File: config.mk
export PLATFORM = sky130hd
export DESIGN_NAME = bomb_scheduler
export DESIGN_NICKNAME = d
export VERILOG_FILES = /design/src/rtl/bomb_pkg.sv /design/src/rtl/bomb_slot.sv /design/src/rtl/bomb_scheduler.sv
export SDC_FILE = /design/constraint.sdc
export NUM_CORES = 1
export LEC_CHECK = 0
export ABC_AREA = 1
export CELL_PAD_IN_SITES_DETAIL_PLACEMENT = 0
export CELL_PAD_IN_SITES_GLOBAL_PLACEMENT = 1
export CORE_MARGIN = 1.5
export CORE_UTILIZATION = 40
export CTS_CLUSTER_DIAMETER = 40
export DETAILED_ROUTE_END_ITERATION = 8
export PLACE_DENSITY_LB_ADDON = 0.05
export SYNTH_ARGS = -nofsm -noshare
export SYNTH_HDL_FRONTEND = slang
export SYNTH_SLANG_ARGS = --single-unit
File: constraint.sdc
create_clock -name clk -period 2.15 [get_ports clk]
set_input_delay 0.645 -clock clk [delete_from_list [all_inputs] [get_ports clk]]
set_output_delay 0.645 -clock clk [all_outputs]
set_load 0.01 [all_outputs]
File: src/rtl/bomb_pkg.sv
// Shared types and widths for the bomb scheduler slice.
// The chain-reaction option is selected with BOMB_CHAIN_REACTION_EN (see bomb_scheduler).
package bomb_pkg;

  typedef enum logic [1:0] {
    FREE_ST    = 2'd0,
    FUSE_ST    = 2'd1,
    EXPLODE_ST = 2'd2
  } slot_state_t;

  localparam int TILE_W      = 5;
  localparam int COORD_W     = 11;
  localparam int CNT_W       = 8;
  localparam int CHAIN_RANGE = 2;

  // True when two tile indices are within blast reach of each other
  function automatic logic tile_near(input logic [TILE_W-1:0] a, input logic [TILE_W-1:0] b);
    logic [TILE_W-1:0] d;
    d = (a >= b) ? (a - b) : (b - a);
    return (d <= TILE_W'(CHAIN_RANGE));
  endfunction

endpackage

File: src/rtl/bomb_slot.sv
// One bomb slot: FREE/FUSE/EXPLODE FSM, frame counter, tile latch and
// registered screen coordinates (one cycle behind the state register).
module bomb_slot
  import bomb_pkg::*;
#(
  parameter int FUSE_FRAMES    = 90,
  parameter int EXPLODE_FRAMES = 30,
  parameter int TILE_SIZE      = 32,
  parameter int OFFSET_X       = 0,
  parameter int OFFSET_Y       = 0,
  parameter int HIDDEN_XY      = 1000
) (
  input  logic                      clk,
  input  logic                      resetN,
  input  logic                      startOfFrame,
  input  logic                      load,
  input  logic [TILE_W-1:0]         load_col,
  input  logic [TILE_W-1:0]         load_row,
  input  logic                      trigger,
  output slot_state_t               state,
  output logic [TILE_W-1:0]         col,
  output logic [TILE_W-1:0]         row,
  output logic                      exist,
  output logic                      exploded,
  output logic signed [COORD_W-1:0] top_left_x,
  output logic signed [COORD_W-1:0] top_left_y
);

  localparam logic [CNT_W-1:0] CNT_ONE = CNT_W'(1'b1);

  slot_state_t                state_r, state_s;
  logic [CNT_W-1:0]           cnt_r, cnt_s;
  logic [TILE_W-1:0]          col_r, row_r, col_s, row_s;
  logic signed [COORD_W-1:0]  x_s, y_s;

  // Next state: load wins in FREE, trigger or expiring fuse enters EXPLODE once
  always_comb begin
    state_s = state_r;
    cnt_s   = cnt_r;
    col_s   = col_r;
    row_s   = row_r;
    case (state_r)
      FREE_ST: begin
        if (load) begin
          state_s = FUSE_ST;
          cnt_s   = CNT_W'(FUSE_FRAMES);
          col_s   = load_col;
          row_s   = load_row;
        end else begin
          state_s = FREE_ST;
        end
      end
      FUSE_ST: begin
        if (trigger || (startOfFrame && (cnt_r == CNT_ONE))) begin
          state_s = EXPLODE_ST;
          cnt_s   = CNT_W'(EXPLODE_FRAMES);
        end else if (startOfFrame) begin
          cnt_s = cnt_r - CNT_ONE;
        end else begin
          cnt_s = cnt_r;
        end
      end
      EXPLODE_ST: begin
        if (startOfFrame && (cnt_r == CNT_ONE)) begin
          state_s = FREE_ST;
          cnt_s   = '0;
        end else if (startOfFrame) begin
          cnt_s = cnt_r - CNT_ONE;
        end else begin
          cnt_s = cnt_r;
        end
      end
      default: begin
        state_s = FREE_ST;
        cnt_s   = '0;
      end
    endcase
  end

  // Tile to pixel mapping, wrapped to the 11-bit signed coordinate space
  always_comb begin
    x_s = COORD_W'(OFFSET_X) + COORD_W'(col_r) * COORD_W'(TILE_SIZE);
    y_s = COORD_W'(OFFSET_Y) + COORD_W'(row_r) * COORD_W'(TILE_SIZE);
  end

  // Slot state register
  always_ff @(posedge clk or negedge resetN) begin
    if (!resetN) begin
      state_r <= FREE_ST;
      cnt_r   <= '0;
      col_r   <= '0;
      row_r   <= '0;
    end else begin
      state_r <= state_s;
      cnt_r   <= cnt_s;
      col_r   <= col_s;
      row_r   <= row_s;
    end
  end

  // Display outputs follow the state register by one cycle
  always_ff @(posedge clk or negedge resetN) begin
    if (!resetN) begin
      exist      <= 1'b0;
      exploded   <= 1'b0;
      top_left_x <= COORD_W'(HIDDEN_XY);
      top_left_y <= COORD_W'(HIDDEN_XY);
    end else begin
      exist      <= (state_r == FUSE_ST);
      exploded   <= (state_r == EXPLODE_ST);
      top_left_x <= (state_r == FREE_ST) ? COORD_W'(HIDDEN_XY) : x_s;
      top_left_y <= (state_r == FREE_ST) ? COORD_W'(HIDDEN_XY) : y_s;
    end
  end

  assign state = state_r;
  assign col   = col_r;
  assign row   = row_r;

endmodule

File: src/rtl/bomb_scheduler.sv
// Bomb slot pool: allocator, ack/nack, occupancy count and slot array.
// Define BOMB_CHAIN_REACTION_EN to let explosions ignite nearby fused bombs.
module bomb_scheduler
  import bomb_pkg::*;
#(
  parameter int NUM_BOMBS      = 4,
  parameter int FUSE_FRAMES    = 90,
  parameter int EXPLODE_FRAMES = 30,
  parameter int TILE_SIZE      = 32,
  parameter int OFFSET_X       = 0,
  parameter int OFFSET_Y       = 0,
  parameter int HIDDEN_XY      = 1000
) (
  input  logic                           clk,
  input  logic                           resetN,
  input  logic                           startOfFrame,
  input  logic                           place_req,
  input  logic [TILE_W-1:0]              place_col,
  input  logic [TILE_W-1:0]              place_row,
  output logic                           place_ack,
  output logic                           place_nack,
  input  logic [NUM_BOMBS-1:0]           detonate,
  output logic [NUM_BOMBS-1:0]           bomb_exist,
  output logic [NUM_BOMBS-1:0]           bomb_exploded,
  output logic [NUM_BOMBS*COORD_W-1:0]   topLeftX_out,
  output logic [NUM_BOMBS*COORD_W-1:0]   topLeftY_out,
  output logic [3:0]                     active_count
);

  slot_state_t          slot_state_s [NUM_BOMBS];
  logic [TILE_W-1:0]    slot_col_s   [NUM_BOMBS];
  logic [TILE_W-1:0]    slot_row_s   [NUM_BOMBS];
  logic [NUM_BOMBS-1:0] pick_s, load_s, trigger_s, chain_s;
  logic                 free_found_s, dup_s, accept_s;
  logic [3:0]           busy_cnt_s;

  // Allocator: lowest FREE slot wins; duplicates are checked against live slots only
  always_comb begin
    pick_s       = '0;
    free_found_s = 1'b0;
    dup_s        = 1'b0;
    busy_cnt_s   = 4'd0;
    for (int i = 0; i < NUM_BOMBS; i++) begin
      pick_s[i]    = (slot_state_s[i] == FREE_ST) & ~free_found_s;
      free_found_s = free_found_s | (slot_state_s[i] == FREE_ST);
      dup_s        = dup_s | ((slot_state_s[i] != FREE_ST) &
                              (slot_col_s[i] == place_col) & (slot_row_s[i] == place_row));
      busy_cnt_s   = busy_cnt_s + 4'((slot_state_s[i] != FREE_ST));
    end
    accept_s = place_req & free_found_s & ~dup_s;
    load_s   = accept_s ? pick_s : '0;
  end

`ifdef BOMB_CHAIN_REACTION_EN
  logic [NUM_BOMBS-1:0] was_explode_r, entered_s;

  // Remembers which slots were already exploding, to spot fresh entries
  always_ff @(posedge clk or negedge resetN) begin
    if (!resetN) begin
      was_explode_r <= '0;
    end else begin
      for (int i = 0; i < NUM_BOMBS; i++) was_explode_r[i] <= (slot_state_s[i] == EXPLODE_ST);
    end
  end

  // A fresh explosion ignites fused neighbours on the same row or column, one hop per cycle
  always_comb begin
    chain_s = '0;
    for (int i = 0; i < NUM_BOMBS; i++) entered_s[i] = (slot_state_s[i] == EXPLODE_ST) & ~was_explode_r[i];
    for (int j = 0; j < NUM_BOMBS; j++) begin
      for (int i = 0; i < NUM_BOMBS; i++) begin
        chain_s[j] = chain_s[j] | (entered_s[i] & (slot_state_s[j] == FUSE_ST) &
                     (((slot_row_s[i] == slot_row_s[j]) & tile_near(slot_col_s[i], slot_col_s[j])) |
                      ((slot_col_s[i] == slot_col_s[j]) & tile_near(slot_row_s[i], slot_row_s[j]))));
      end
    end
  end
`else
  assign chain_s = '0;
`endif

  assign trigger_s = detonate | chain_s;

  // Handshake and occupancy registers
  always_ff @(posedge clk or negedge resetN) begin
    if (!resetN) begin
      place_ack    <= 1'b0;
      place_nack   <= 1'b0;
      active_count <= 4'd0;
    end else begin
      place_ack    <= accept_s;
      place_nack   <= place_req & ~accept_s;
      active_count <= busy_cnt_s;
    end
  end

  for (genvar g = 0; g < NUM_BOMBS; g++) begin : g_slot
    bomb_slot #(
      .FUSE_FRAMES   (FUSE_FRAMES),
      .EXPLODE_FRAMES(EXPLODE_FRAMES),
      .TILE_SIZE     (TILE_SIZE),
      .OFFSET_X      (OFFSET_X),
      .OFFSET_Y      (OFFSET_Y),
      .HIDDEN_XY     (HIDDEN_XY)
    ) u_slot (
      .clk         (clk),
      .resetN      (resetN),
      .startOfFrame(startOfFrame),
      .load        (load_s[g]),
      .load_col    (place_col),
      .load_row    (place_row),
      .trigger     (trigger_s[g]),
      .state       (slot_state_s[g]),
      .col         (slot_col_s[g]),
      .row         (slot_row_s[g]),
      .exist       (bomb_exist[g]),
      .exploded    (bomb_exploded[g]),
      .top_left_x  (topLeftX_out[COORD_W*g +: COORD_W]),
      .top_left_y  (topLeftY_out[COORD_W*g +: COORD_W])
    );
  end

endmodule

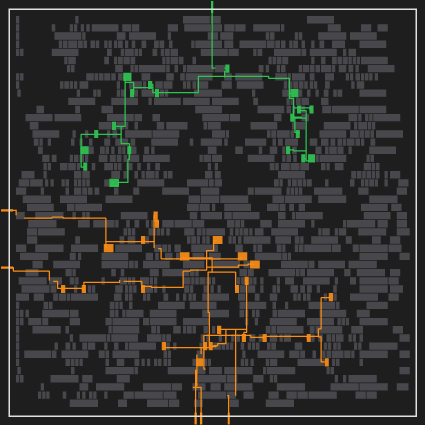
**Above:** wires at chosen ports, followed through buffers.
Scale: 3 px per um.
Key: orange = place_row [direction input, edge 3 south, 2 west, end cells 23, buffers 9, wire 475 um]; green = startOfFrame [direction input, edge north, end cells 20, buffers 4, wire 229 um]
IO buf count: 78
Ports: 120

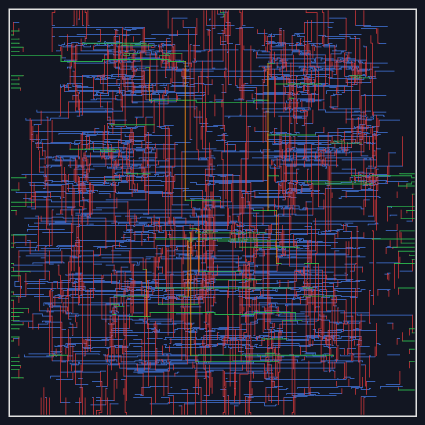
**Above:** signal wires by layer.
Scale: 3 px per um.
Key: red = M2 [wire length 8020 um]; blue = M1 [wire length 9040 um]; green = M3 [wire length 933 um]; orange = M4 [wire length 214 um]
DR vias: 5756
WL per Instance: 14.8 um
GRT Overall Usage: 21.1%
routed wire length: 18.2 mm

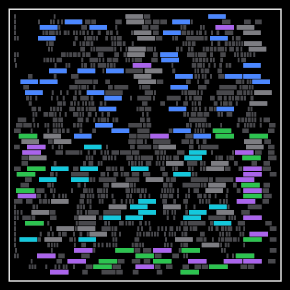
**Above:** where the registers sit.
Scale: 2 px per um. Other sequential cells in the stronger gray, the rest of the logic in the fainter gray.
Key: cyan = g_slot.u_slot.row [sequential cells 20]; blue = g_slot.u_slot.cnt_r [sequential cells 32]; purple = g_slot.u_slot.top_left_x [sequential cells 23]; green = g_slot.u_slot.top_left_y [sequential cells 21]
Finished Core Util: 53.1%
register area: 0.00348 sq mm
flop share of the area: 38.2%
Seq power: 4800 uW

==> reports/qor.txt <==
outcome: completed
Worst Path Max Fanout: 1
most instantiated logic cells after routing: 246 x nand2_1, 93 x dfrtp_1, 84 x inv_1
Skew-Pair Late Insertion Delay: 0.42 ns
initial antenna violation count: 0
Crit-path slowest cell: clkdlybuf4s50_1
nets: 1018
# rows: 48
Leakage: 0.00465 uW
DP Worst Slack: -0.668 ns
worst path bufs/invs: 1
final critical-path required period: 2.12 ns
post-synthesis sequential area ratio: 49.9%
number of buffers added for setup after CTS: 2
Power, Total: 13600 uW
area share, top type: 33.3%
max-slew violations: 0
post-synth area from yosys stat: 0.00699 sq mm
Clock transition at path regs: 0.06 ns
met2 wire length: 8.02 mm
fin worst setup slack: 0.0332 ns
total gr overflow: 0
root buffer cell: clkbuf_16
CTS tree: built
grt met2 use: 31.9%
met1 Use GR: 30.6%
Core ar.: 0.0172 sq mm
Hold Slack: 0.115 ns
Clock power frac: 19.7%
chip area: 0.0183 sq mm
Top cell excl fill/tap: nand2_1
Synth Cell Area: 0.00699 sq mm
combinational fraction of design power: 45.1%
CP top delay family: buffers and inverters
final setup vio count: 0
Clock net power: 2690 uW
largest power group: combinational logic
uppermost layer routed: met4
Logic power comb: 6160 uW
total CTS buffers: 17
Worst setup SP type: register
met3 routed WL: 933 um
number of H-tree levels: 4
asr flop ratio synth: 100%
distinct cell type count after synthesis: 33
RSZ-0062 raised after global routing: false
floorplan core density: 40.7%
vias in the first global route: 5518
1st-pass router iterations: 5
Fillers: 1675
Cell area leaders: dfrtp_1 33%, dfstp_2 17%, nand2_1 13%
worst path cell trace: clkdlybuf4s50_1
final antenna-violating net count: 0
Die H: 135 um
Final Cycle Share: 98.5%
Hold Path Class: in -> async
Fin Setup TNS: 0 ns
Critical Path End Type: primary output
cell-internal power: 8290 uW
Area Growth Syn to Fin: 30.6%
Synth top cell by count: nand2_1
Critical Path AT: 1.47 ns
layout cell share with drive strength beyond 1: 21.3%
crit path kind: reg -> out
first-pass GRT wire length: 29.5 mm
busiest grt layer: met2
DRC Markers: 0
Reg power frac: 35.2%
Yosys reg bits: 137
routability cong.: 0.890
Final Hold Vio Count: 0
Clock Path Buffers: 2
pwr dens: 1500 mW/mm^2
cell count after placement: 1187
largest net degree at the start of global routing: 42
n_diodes: 0
Iter 0 DRT Violations: 375
Sw Share: 39.3%
commonest cells in the synthesized netlist: 248 x nand2_1, 93 x dfrtp_1, 85 x inv_1
count of library flops with an enable pin: 0
VDD IR max: 0.000708 V
synth warn: 0
syn avg cell area: 8.30 sq um
ys flop type: dfrtp_1
Clock Skew: 0.0144 ns
cells in synth_stat.txt: 842
cells after synthesis: 842
Max Clk Rate: 472 MHz
Switch Pwr: 5360 uW
placed instance area: 0.00834 sq mm
met3 usage: 4.53%
cell taking the most area after synthesis: dfrtp_1
Metal-1 WL: 9.04 mm
Tool Warnings: 30
design area: 0.00912 sq mm
CP peak stage delay: 0.54 ns
fin cells: 1227
total clock sinks: 137
CTS resizes: 25
Die Width: 135 um
Post-DP HPWL: 13.3 mm
Critical Path RT: 1.50 ns
vias per inst: 4.69
CTS Hold Buffers Added: 0
total of max-cap violations: 0
[kinds of logic (layout without fill, tap and decap cells)]
kind of cell / after synthesis / after routing / synth area share [%]
other cells: 1 / 41 / 0.0537
buf+inv: 172 / 292 / 12.7
fa+ha+maj: 11 / 11 / 2.08
xor+xnor: 28 / 28 / 3.51
flops: 137 / 137 / 49.9
simple gates: 413 / 413 / 25.6
compound gates: 80 / 80 / 6.21
[layout make-up]
| cell class | count | area [sq um] | area share, % |
|---|---|---|---|
| sequential | 137 | 3480 | 38.2 |
| multi-input combinational | 573 | 2840 | 31.1 |
| timing repair buffer | 162 | 1600 | 17.5 |
| clock buffer | 21 | 472 | 5.17 |
| inverter | 98 | 373 | 4.09 |
| tap | 225 | 282 | 3.09 |
| clock inverter | 11 | 73.8 | 0.809 |
[state kept, by name, indices dropped and copies added, names as in the netlist, 3 cells and up]
| name | count |
|---|---|
| g_slot.u_slot.row | 20 |
| g_slot.u_slot.cnt_r | 32 |
| g_slot.u_slot.top_left_y | 21 |
| g_slot.u_slot.top_left_x | 23 |
| g_slot.u_slot.exploded | 4 |
| g_slot.u_slot.exist | 4 |
| g_slot.u_slot.col | 20 |
| active_count | 3 |
| g_slot.u_slot.state | 8 |
[final timing paths]
path                                                startpoint                              to  slack, ns  cells after the start
worst max-delay path            g_slot[3].u_slot.top_left_y[6]                topLeftY_out[39]       0.03                      1
worst min register to register       g_slot[1].u_slot.state[0]       g_slot[1].u_slot.exploded       0.47                      1
max in group asynchronous                               resetN  g_slot[0].u_slot.top_left_x[6]       1.41                      2
worst max register to register       g_slot[0].u_slot.state[1]       g_slot[1].u_slot.cnt_r[5]       0.23                     11
min in group clk                     g_slot[1].u_slot.state[0]       g_slot[1].u_slot.exploded       0.47                      1
worst min-delay path                                    resetN         g_slot[3].u_slot.col[0]       0.12                      1
Power figures rest on the tool's default switching activity, not on a simulated workload.
